==> run_1/placement.png <==
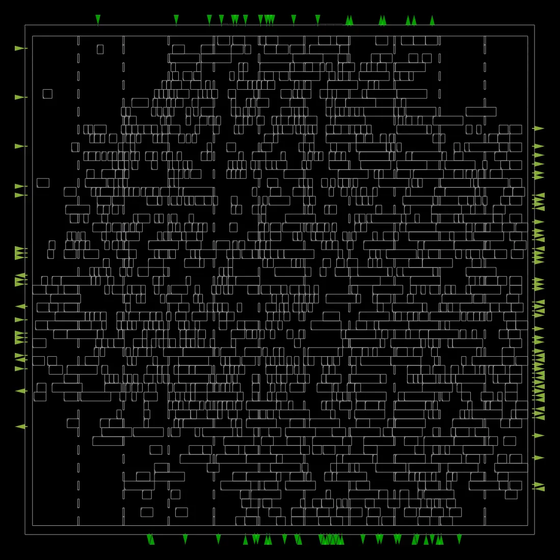
==> run_1/metal_density.png <==
31 x 31 tiles, from black (low) to pale yellow (high), scaled to the fullest tile. Values are wire area over tile area, all layers added.
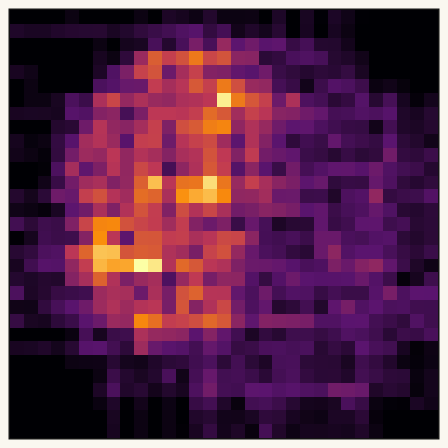
==> run_1/layer_met3.png <==
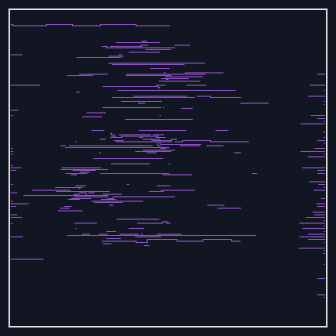
==> run_1/flops_by_reg.png <==
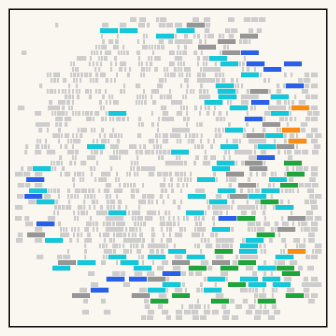
--- config.mk ---
export PLATFORM = sky130hd
export DESIGN_NAME = cordic_prefold_pipe
export DESIGN_NICKNAME = d
export VERILOG_FILES = /design/src/rtl/cordic_prefold_pipe.sv
export SDC_FILE = /design/constraint.sdc
export NUM_CORES = 1
export LEC_CHECK = 0
export ABC_AREA = 1
export ABC_CLOCK_PERIOD_IN_PS = 8000
export CAP_MARGIN = 25
export CORE_MARGIN = 2
export CORE_UTILIZATION = 35
export CTS_BUF_LIST = sky130_fd_sc_hd__clkbuf_16
export DETAILED_ROUTE_END_ITERATION = 7
export GPL_TIMING_DRIVEN = 0
export PLACE_DENSITY_LB_ADDON = 0.2
export SLEW_MARGIN = 10
export SYNTH_ARGS = -nofsm -noshare
export SYNTH_HDL_FRONTEND = slang
export SYNTH_SLANG_ARGS = --single-unit
--- constraint.sdc ---
create_clock -name clk -period 8 [get_ports clk]
set_input_delay 1.2 -clock clk [delete_from_list [all_inputs] [get_ports clk]]
set_output_delay 1.2 -clock clk [all_outputs]
set_load 0.01 [all_outputs]
--- src/rtl/cordic_prefold_pipe.sv ---
// Pre-rotation front end for the CORDIC core.
// Folds each sample into the core's convergence range (vectoring: quadrant 1,
// rotation: z in [-pi/2, +pi/2] with a matching pre-rotation of x/y).
// The fold is registered into stage 1. Stages 2..STAGES are delay stages.
// Each stage has its own valid bit, so bubbles collapse under backpressure.
module cordic_prefold_pipe #(
    parameter int W      = 16,
    parameter int ZW     = 18,
    parameter int TAG_W  = 4,
    parameter int STAGES = 2
) (
    input  logic             clk,
    input  logic             rst,
    input  logic             in_valid,
    output logic             in_ready,
    input  logic             in_mode,
    input  logic [W-1:0]     x_in,
    input  logic [W-1:0]     y_in,
    input  logic [ZW-1:0]    z_in,
    input  logic [TAG_W-1:0] tag_in,
    output logic             out_valid,
    input  logic             out_ready,
    output logic [W-1:0]     x_out,
    output logic [W-1:0]     y_out,
    output logic [ZW-1:0]    z_out,
    output logic [2:0]       quadrant_out,
    output logic             mode_out,
    output logic             sat_out,
    output logic [TAG_W-1:0] tag_out
);

    // Quadrant codes: 1..4 for vectoring, 0/5/6 for rotation.
    localparam logic [2:0] QUAD_PASS    = 3'd0;
    localparam logic [2:0] QUAD_1       = 3'd1;
    localparam logic [2:0] QUAD_2       = 3'd2;
    localparam logic [2:0] QUAD_3       = 3'd3;
    localparam logic [2:0] QUAD_4       = 3'd4;
    localparam logic [2:0] QUAD_ROT_POS = 3'd5;
    localparam logic [2:0] QUAD_ROT_NEG = 3'd6;

    localparam logic [W-1:0] MIN_VAL = {1'b1, {(W-1){1'b0}}};
    localparam logic [W-1:0] MAX_VAL = {1'b0, {(W-1){1'b1}}};

    // pi/2 in binary-angle format, one guard bit wide so +/- Q never wraps.
    localparam logic signed [ZW:0] QTR     = {3'b001, {(ZW-2){1'b0}}};
    localparam logic signed [ZW:0] NEG_QTR = -QTR;

    typedef struct packed {
        logic [W-1:0]     x;
        logic [W-1:0]     y;
        logic [ZW-1:0]    z;
        logic [2:0]       quad;
        logic             mode;
        logic             sat;
        logic [TAG_W-1:0] tag;
    } stage_t;

    stage_t            fold;
    stage_t            stage_q [1:STAGES];
    logic [STAGES:1]   valid;
    logic [STAGES:1]   stage_ready;

    // Saturating negations. Only the most negative value can overflow.
    logic [W-1:0]      neg_x;
    logic [W-1:0]      neg_y;
    logic              sat_x;
    logic              sat_y;

    assign sat_x = (x_in == MIN_VAL);
    assign sat_y = (y_in == MIN_VAL);
    assign neg_x = sat_x ? MAX_VAL : -x_in;
    assign neg_y = sat_y ? MAX_VAL : -y_in;

    // Angle arithmetic in ZW+1 bits. The folded result always fits in ZW bits,
    // so the guard bit of the sum and difference is dropped.
    logic signed [ZW:0] z_ext;
    logic signed [ZW:0] z_sub;
    logic signed [ZW:0] z_add;
    logic               unused_z_msbs;

    assign z_ext         = {z_in[ZW-1], z_in};
    assign z_sub         = z_ext - QTR;
    assign z_add         = z_ext + QTR;
    assign unused_z_msbs = z_sub[ZW] ^ z_add[ZW];

    // Fold the incoming sample into the core's convergence range.
    always_comb begin
        // NOTE: every field gets a default before the case, so no path leaves
        // a field unassigned and no latch is inferred.
        fold      = '0;
        fold.x    = x_in;
        fold.y    = y_in;
        fold.z    = z_in;
        fold.quad = QUAD_PASS;
        fold.mode = in_mode;
        fold.sat  = 1'b0;
        fold.tag  = tag_in;
        if (!in_mode) begin
            case ({x_in[W-1], y_in[W-1]})
                2'b00: fold.quad = QUAD_1;
                2'b01: begin
                    fold.x    = neg_y;
                    fold.y    = x_in;
                    fold.sat  = sat_y;
                    fold.quad = QUAD_4;
                end
                2'b10: begin
                    fold.x    = y_in;
                    fold.y    = neg_x;
                    fold.sat  = sat_x;
                    fold.quad = QUAD_2;
                end
                default: begin
                    fold.x    = neg_x;
                    fold.y    = neg_y;
                    fold.sat  = sat_x | sat_y;
                    fold.quad = QUAD_3;
                end
            endcase
        end else if (z_ext >= QTR) begin
            fold.x    = neg_y;
            fold.y    = x_in;
            fold.sat  = sat_y;
            fold.z    = z_sub[ZW-1:0];
            fold.quad = QUAD_ROT_POS;
        end else if (z_ext < NEG_QTR) begin
            fold.x    = y_in;
            fold.y    = neg_x;
            fold.sat  = sat_x;
            fold.z    = z_add[ZW-1:0];
            fold.quad = QUAD_ROT_NEG;
        end
    end

    // Stage k can accept when downstream is ready or any stage from k onward
    // is empty: the flattened form of "empty or the next stage advances".
    always_comb begin
        stage_ready = '0;
        for (int k = 1; k <= STAGES; k++) begin
            stage_ready[k] = out_ready;
            for (int j = k; j <= STAGES; j++) begin
                stage_ready[k] = stage_ready[k] | ~valid[j];
            end
        end
    end

    assign in_ready = stage_ready[1];

    // Advance valid bits and data through the stages; stalled stages hold.
    always_ff @(posedge clk or posedge rst) begin
        if (rst) begin
            valid <= '0;
            // NOTE: the data registers are reset too, because the outputs
            // must read as zero after reset, not only out_valid.
            for (int k = 1; k <= STAGES; k++) begin
                stage_q[k] <= '0;
            end
        end else begin
            // NOTE: non-blocking assignments let every stage sample the
            // previous stage's old value on the same edge.
            if (stage_ready[1]) begin
                valid[1] <= in_valid;
            end
            if (stage_ready[1] && in_valid) begin
                stage_q[1] <= fold;
            end
            for (int k = 2; k <= STAGES; k++) begin
                if (stage_ready[k]) begin
                    valid[k] <= valid[k-1];
                end
                if (stage_ready[k] && valid[k-1]) begin
                    stage_q[k] <= stage_q[k-1];
                end
            end
        end
    end

    assign out_valid    = valid[STAGES];
    assign x_out        = stage_q[STAGES].x;
    assign y_out        = stage_q[STAGES].y;
    assign z_out        = stage_q[STAGES].z;
    assign quadrant_out = stage_q[STAGES].quad;
    assign mode_out     = stage_q[STAGES].mode;
    assign sat_out      = stage_q[STAGES].sat;
    assign tag_out      = stage_q[STAGES].tag;

endmodule

==> results.toml, run 1 <==
# physical design summary
[status]
outcome = "complete, no violations"

[clocking]
cts_tree = "yes"
cts_made_buffers = 17
clock-sinks = 120
root_buffer = "clkbuf_16"
clkTransAtPathRegs_ps = 60
cts_setup_buffers = 0
hold_buffers = 0
cts_resized = 0
clockBufferDepth = 2
clk_latency_ps = 420

[timing]
fmax_ghz = 0.2830
finalClockSkew_ps = 9.367
setup_ws_ps = 4466
rsz0062_at_grt = "no"
hold-worst-slack_ps = 481.9
setup_viol = 0
min_period_ps = 3534
finalHoldViolCount = 0

[pwr]
switchingPower_uw = 788.3
p_int_uw = 1638
p_sw_frac = 0.3249
power_density_mw_per_mm2 = 241.0
seqPwrFrac = 0.345
vdd_ir_drop_max_uv = 101.6
seq-power_uw = 837
power_leakage_uw = 0.004936
power-top-group = "combinational logic"
clk-power_uw = 746

[layout]
comb_area_frac = 0.3725
antenna_cells = 0
inverters = 112
clock_cell_area_share = 0.05779
finalInstanceArea_mm2 = 0.01007
nonClkBufAreaFrac = 0.1938
fill_cells = 2326
seq_share = 0.2983
fin_nets = 1244
dominant_cells = "multi-input combinational cells"
drive_gt1_frac = 0.1849
nMultiInputCombCells = 699
nClkBuffers = 17

[setup_path]
r2r_slack_ps = 5830
cpMaxStageDelayCell = "clkdlybuf4s50_1"
path_class = "input port to output pin"
critPathMaxStageDelay_ps = 540
end_kind = "output pin"
path_buffers = 3
worst_r2r_path_depth = 8
crit_top_cell = "clkdlybuf4s50_1"
r2r-start = "valid[2]$_DFFE_PP0N_"
crit_family = "buffers and inverters"
cp_data_required_time_ps = 6800

[die]
die_y_um = 155.7

[grt]
antenna_found_initial = 0
grt_pass1_wl_um = 41440
grt_pass1_vias = 6986

[placement]
dp_slack_ps = 4355
routabilityCongestion = 0.9996
dp_cells = 1443
dp.final_hpwl_um = 20200

[synthesis]
synth-compound-area-share = 0.1348
topCellsByArea = "dfrtp_1, nand2_1, buf_4"
yosysSeqAreaShare = 0.3728
syn_inst = 1053
top_area_frac = 0.3728
edf_count = 0
mux_share = 0.04334
largest_area_cell = "dfrtp_1"
synth_cell_types = 38
ys_sh_adder = 0.01243
ys_cells = 1053
synth_chip_area_mm2 = 0.008055
ff_type = "dfrtp_1"
syn_avg_cell_area_um2 = 7.650
synth_xor_xnor_area_share = 0.006524

[hold_path]
min_delay_path_depth = 2
hp-start = "stage_q[78]$_DFFE_PP0P_"
hold_class = "register to register"

[flow_run]
warnings = 30
maxCapViolations = 0

[route]
drtAntennaViolNets = 0
dr.pass1.iters = 5
avgViaCountPerCell = 5.138
drc = 0
num_vias = 7579
## Picture notes: placement.png
final core occ: 0.4447
row count: 55
# Taps: 285
Layout Cells excl Fill: 1475

## Picture notes: metal_density.png
tiles over half the peak: 11%
fullest tile: 0.82
mean over tiles: 0.18
final WL: 27480 um
WL/cell: 18.63 um
GRT Total Usage: 0.2280

## Picture notes: layer_met3.png
share of all routed wire: 8.0%
wire length on this layer: 2210 um

## Picture notes: flops_by_reg.png
[`stage_q`] cyan | flops: 59
[`z_out`] green | flops: 18 | where: bottom right
[`x_out`] blue | flops: 16 | where: spread over the die
[`tag_out`] orange | flops: 4

-- run 1: state kept, by name (all words and copies together) (netlist names) --
register      flops
sat_out           1
tag_out           4
z_out            18
mode_out          1
y_out            16
quadrant_out      3
stage_q          59
valid             2
x_out            16
-- run 1: metal layers --
| layer | track usage | part of all wire |
|---|---|---|
| met1 | 0.3268 | 0.46 |
| met2 | 0.3481 | 0.44 |
| met3 | 0.04778 | 0.080 |
| met4 | 0.06378 | 0.015 |
| met5 | 0 | 0 |
-- run 1: cells by family (layout without fill, tap and decap cells) --
group	after synthesis	after routing
xor+xnor	6	6
mux	31	31
buf+inv	234	371
fa+ha+maj	8	8
flops	120	120
compound gates	179	179
simple gates	475	475
==> run_1/io_fan.png <==
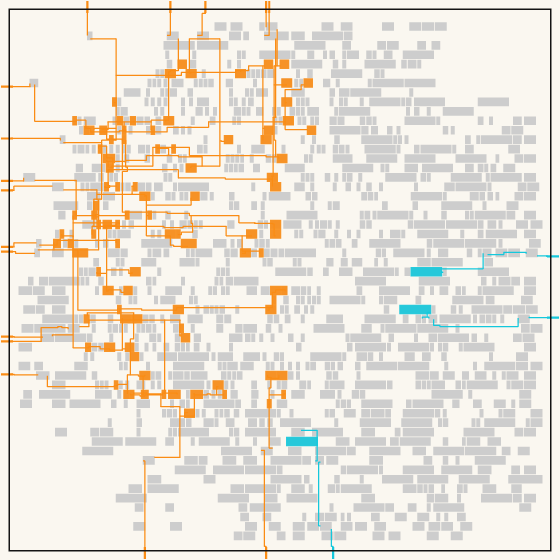

## Run 2: what changed since run 1
--- a/config.mk
+++ b/config.mk
@@ -6,7 +6,7 @@
 export NUM_CORES = 1
 export LEC_CHECK = 0
 export ABC_AREA = 1
-export ABC_CLOCK_PERIOD_IN_PS = 8000
+export ABC_CLOCK_PERIOD_IN_PS = 3550
 export CAP_MARGIN = 25
 export CORE_MARGIN = 2
 export CORE_UTILIZATION = 35
==> constraint.sdc (replaced) <==
create_clock -name clk -period 3.55 [get_ports clk]
set_input_delay 0.5325 -clock clk [delete_from_list [all_inputs] [get_ports clk]]
set_output_delay 0.5325 -clock clk [all_outputs]
set_load 0.01 [all_outputs]
==> run_2/io_fan.png <==
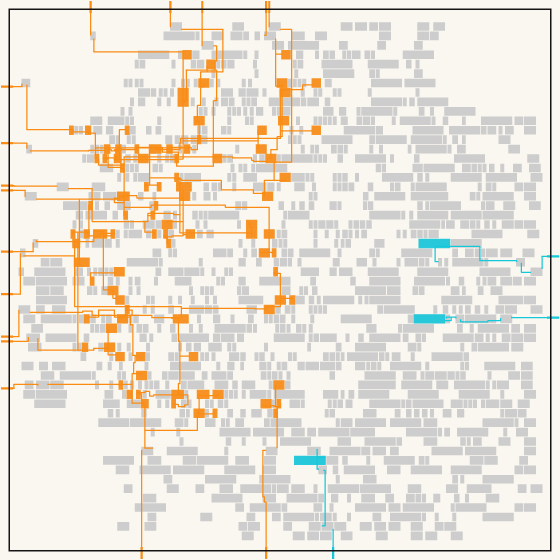
[`quadrant_out`] cyan | bits: 3 | direction: output | edge: 2 right, 1 bottom | end cells: 3 | buffers: 6 | wire: 105 um
[`y_in`] orange | bits: 16 | direction: input | edge: 9 left, 5 top, 2 bottom | end cells: 97 | buffers: 16 | wire: 1630 um
IO Pins: 120
IO Port Bufs: 104

==> run_2/flops_by_reg.png <==
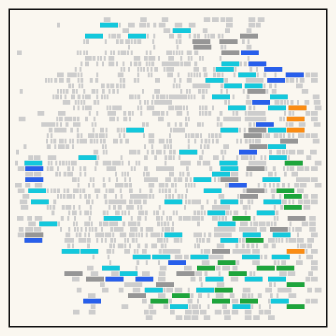
Seq area share: 0.2966
Sequential Area: 0.003003 mm^2
Seq. pwr: 1890 uW

==> results.toml, run 2 <==
# physical design summary
[status]
outcome = "complete, no violations"

[grt]
grt_pass1_wl_um = 42660
grt-busiest-layer = "met2"
met2_usage = 0.3605
grt_pass1_vias = 7264
met1_usage = 0.3249

[pwr]
vdd_ir_drop_max_uv = 309.0
p_sw_frac = 0.3186
seqPwrFrac = 0.336
switchingPower_uw = 1790
power_density_mw_per_mm2 = 554.8
p_int_uw = 3828

[synthesis]
top_area_frac = 0.3728
syn_avg_cell_area_um2 = 7.650
ff_type = "dfrtp_1"
synth_cell_types = 38
topCellsByArea = "dfrtp_1, nand2_1, buf_4"
ys_cells = 1053
largest_area_cell = "dfrtp_1"

[layout]
fin_util = 0.4472
comb_area_frac = 0.3704
nClkBuffers = 17
fin_nets = 1246
nMultiInputCombCells = 699
finalInstanceArea_mm2 = 0.01012
fill_cells = 2310

[setup_path]
path_buffers = 3
r2r_slack_ps = 1380
crit_family = "buffers and inverters"
cpMaxStageDelayCell = "clkdlybuf4s50_1"
end_kind = "register"
critPathMaxStageDelay_ps = 700

[clocking]
cts_made_buffers = 17
clk_latency_ps = 430
cts_setup_buffers = 0
clkTransAtPathRegs_ps = 70

[route]
drtAntennaViolNets = 0
wirelength_um = 28080
wl_per_cell_um = 19.01

[timing]
finalClockSkew_ps = 9.124
setup_viol = 0
finalHoldViolCount = 0

[placement]
dp_cells = 1445
## run 2: kinds of logic (layout without fill, tap and decap cells)
kind of cell,count (synthesis),count (layout),synth area share
multiplexers,31,31,0.04334
adder cells (fa/ha/maj),8,8,0.01243
AND/OR/NAND/NOR,475,475,0.2684
AND-OR/OR-AND,179,179,0.1348
flip-flops,120,120,0.3728
buffers and inverters,234,373,0.1617
XOR/XNOR,6,6,0.006524
## run 2: worst paths after layout
check	to	cells after the start
min reg2reg	tag_out[2]$_DFFE_PP0P_	2
max	stage_q[116]$_DFFE_PP0P_	8
max reg2reg	stage_q[114]$_DFFE_PP0P_	8
min in group asynchronous	z_out[6]$_DFFE_PP0P_	2
max in group asynchronous	y_out[9]$_DFFE_PP0P_	4
min	stage_q[108]$_DFFE_PP0P_	3
==> run_2/layer_met3.png <==
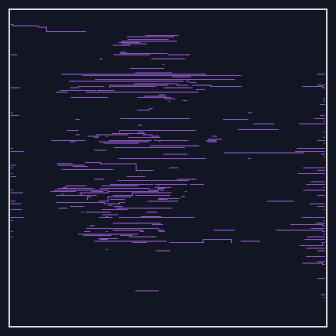

## Run 3: what changed since run 2
--- a/config.mk
+++ b/config.mk
@@ -6,7 +6,7 @@
 export NUM_CORES = 1
 export LEC_CHECK = 0
 export ABC_AREA = 1
-export ABC_CLOCK_PERIOD_IN_PS = 3550
+export ABC_CLOCK_PERIOD_IN_PS = 2400
 export CAP_MARGIN = 25
 export CORE_MARGIN = 2
 export CORE_UTILIZATION = 35
==> constraint.sdc (replaced) <==
create_clock -name clk -period 2.4 [get_ports clk]
set_input_delay 0.36 -clock clk [delete_from_list [all_inputs] [get_ports clk]]
set_output_delay 0.36 -clock clk [all_outputs]
set_load 0.01 [all_outputs]
==> run_3/layer_met3.png <==
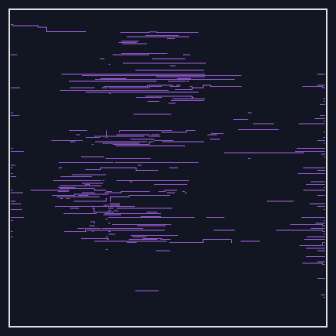
Vias: 7721
GR Layer Usage met3: 0.05333
final WL: 28120 um

==> results.toml, run 3 <==
# physical design summary
[status]
outcome = "complete, no violations"

[route]
wl_per_cell_um = 19.04
drc = 0
avgViaCountPerCell = 5.227
drtAntennaViolNets = 0

[pwr]
seqPwrFrac = 0.336
p_sw_frac = 0.3191
power_leakage_uw = 0.004973
vdd_ir_drop_max_uv = 460.4
clkPwrFrac = 0.324
seq-power_uw = 2790
p_int_uw = 5662
switchingPower_uw = 2653
power_density_mw_per_mm2 = 821.0

[die]
die_y_um = 155.7
die_w_um = 155.7
ios = 120

[synthesis]
top_area_frac = 0.3728
ys_cells = 1053
synth-compound-area-share = 0.1348
largest_area_cell = "dfrtp_1"
syn_avg_cell_area_um2 = 7.650
topCellsByArea = "dfrtp_1, nand2_1, buf_4"
synth_cell_types = 38
synthTopLogicFamily = "simple AND/OR/NAND/NOR gates"
common_cells = "nand2_1, dfrtp_1, inv_1"
ff_type = "dfrtp_1"
ys_sh_simple = 0.2684
mux_share = 0.04334
synth_xor_xnor_area_share = 0.006524
yosysSeqAreaShare = 0.3728

[placement]
dp_cells = 1445
place_area_mm2 = 0.009517
port_buffers = 104

[setup_path]
r2r_slack_ps = 220
worst_r2r_path_depth = 8
end_kind = "register"
crit_end = "stage_q[105]$_DFFE_PP0P_"
r2r_end = "stage_q[114]$_DFFE_PP0P_"

[grt]
grt_overflow = 0
grt_pass1_wl_um = 42660
antenna_found_initial = 0
grt_pass1_vias = 7264

[layout]
nMultiInputCombCells = 699
seq_share = 0.2965
final_cells = 1477
clock_cell_area_share = 0.06004
nClkBuffers = 17
fill_cells = 2310
fin_nets = 1246
seq_area_mm2 = 0.003003
comb_area_frac = 0.3705
finalInstanceArea_mm2 = 0.01013
fin_util = 0.4473

[clocking]
cts_made_buffers = 17
hold_buffers = 0
clkTransAtPathRegs_ps = 70
clk_latency_ps = 430
clockBufferDepth = 2

[timing]
finalClockSkew_ps = 11.43
setup_viol = 0
finalHoldViolCount = 0

[hold_path]
min_delay_path_depth = 3
hold_end = "stage_q[108]$_DFFE_PP0P_"
==> run_3/metal_density.png <==
31 x 31 tiles, from black (low) to pale yellow (high), scaled to the fullest tile. Values are wire area over tile area, all layers added.
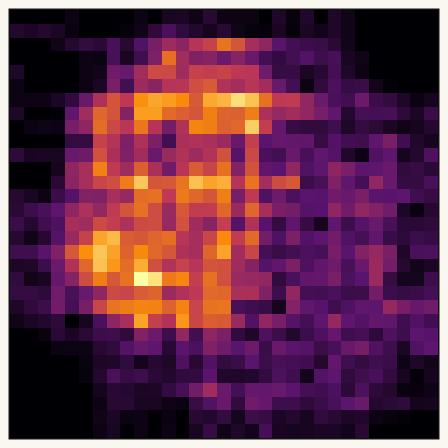
fullest tile: 0.76
mean over tiles: 0.19
densest ninth of the die: middle
tiles over half the peak: 16%
nearly empty tiles: 14%

[run 3: worst max-delay path, cell delays in order]
cell and delay [ps]:
clkdlybuf4s50_1 510, inv_1 70, ha_2 250, inv_2 170, nand2_2 110, inv_2 230
nand2_1 150, inv_2 160, buf_2 340, a21oi_1 130, nand3_1 120
[run 3: what timing repair did]
| action | 4_1_cts | 5_1_grt |
|---|---|---|
| buffers inserted | 0 | 0 |
| hold endpoints to repair | 0 | 0 |
| gates resized | 0 | 10 |
| setup endpoints to repair | 0 | 26 |
[run 3: metal layers]
metal / track usage / vias up / wire length, um
li1: - / 3651 / -
met1: 0.3249 / 3658 / 12460
met2: 0.3605 / 367 / 12380
met3: 0.05333 / 45 / 2667
met4: 0.07121 / 0 / 611
met5: 0 / - / 0
Power and IR drop assume default switching activity.
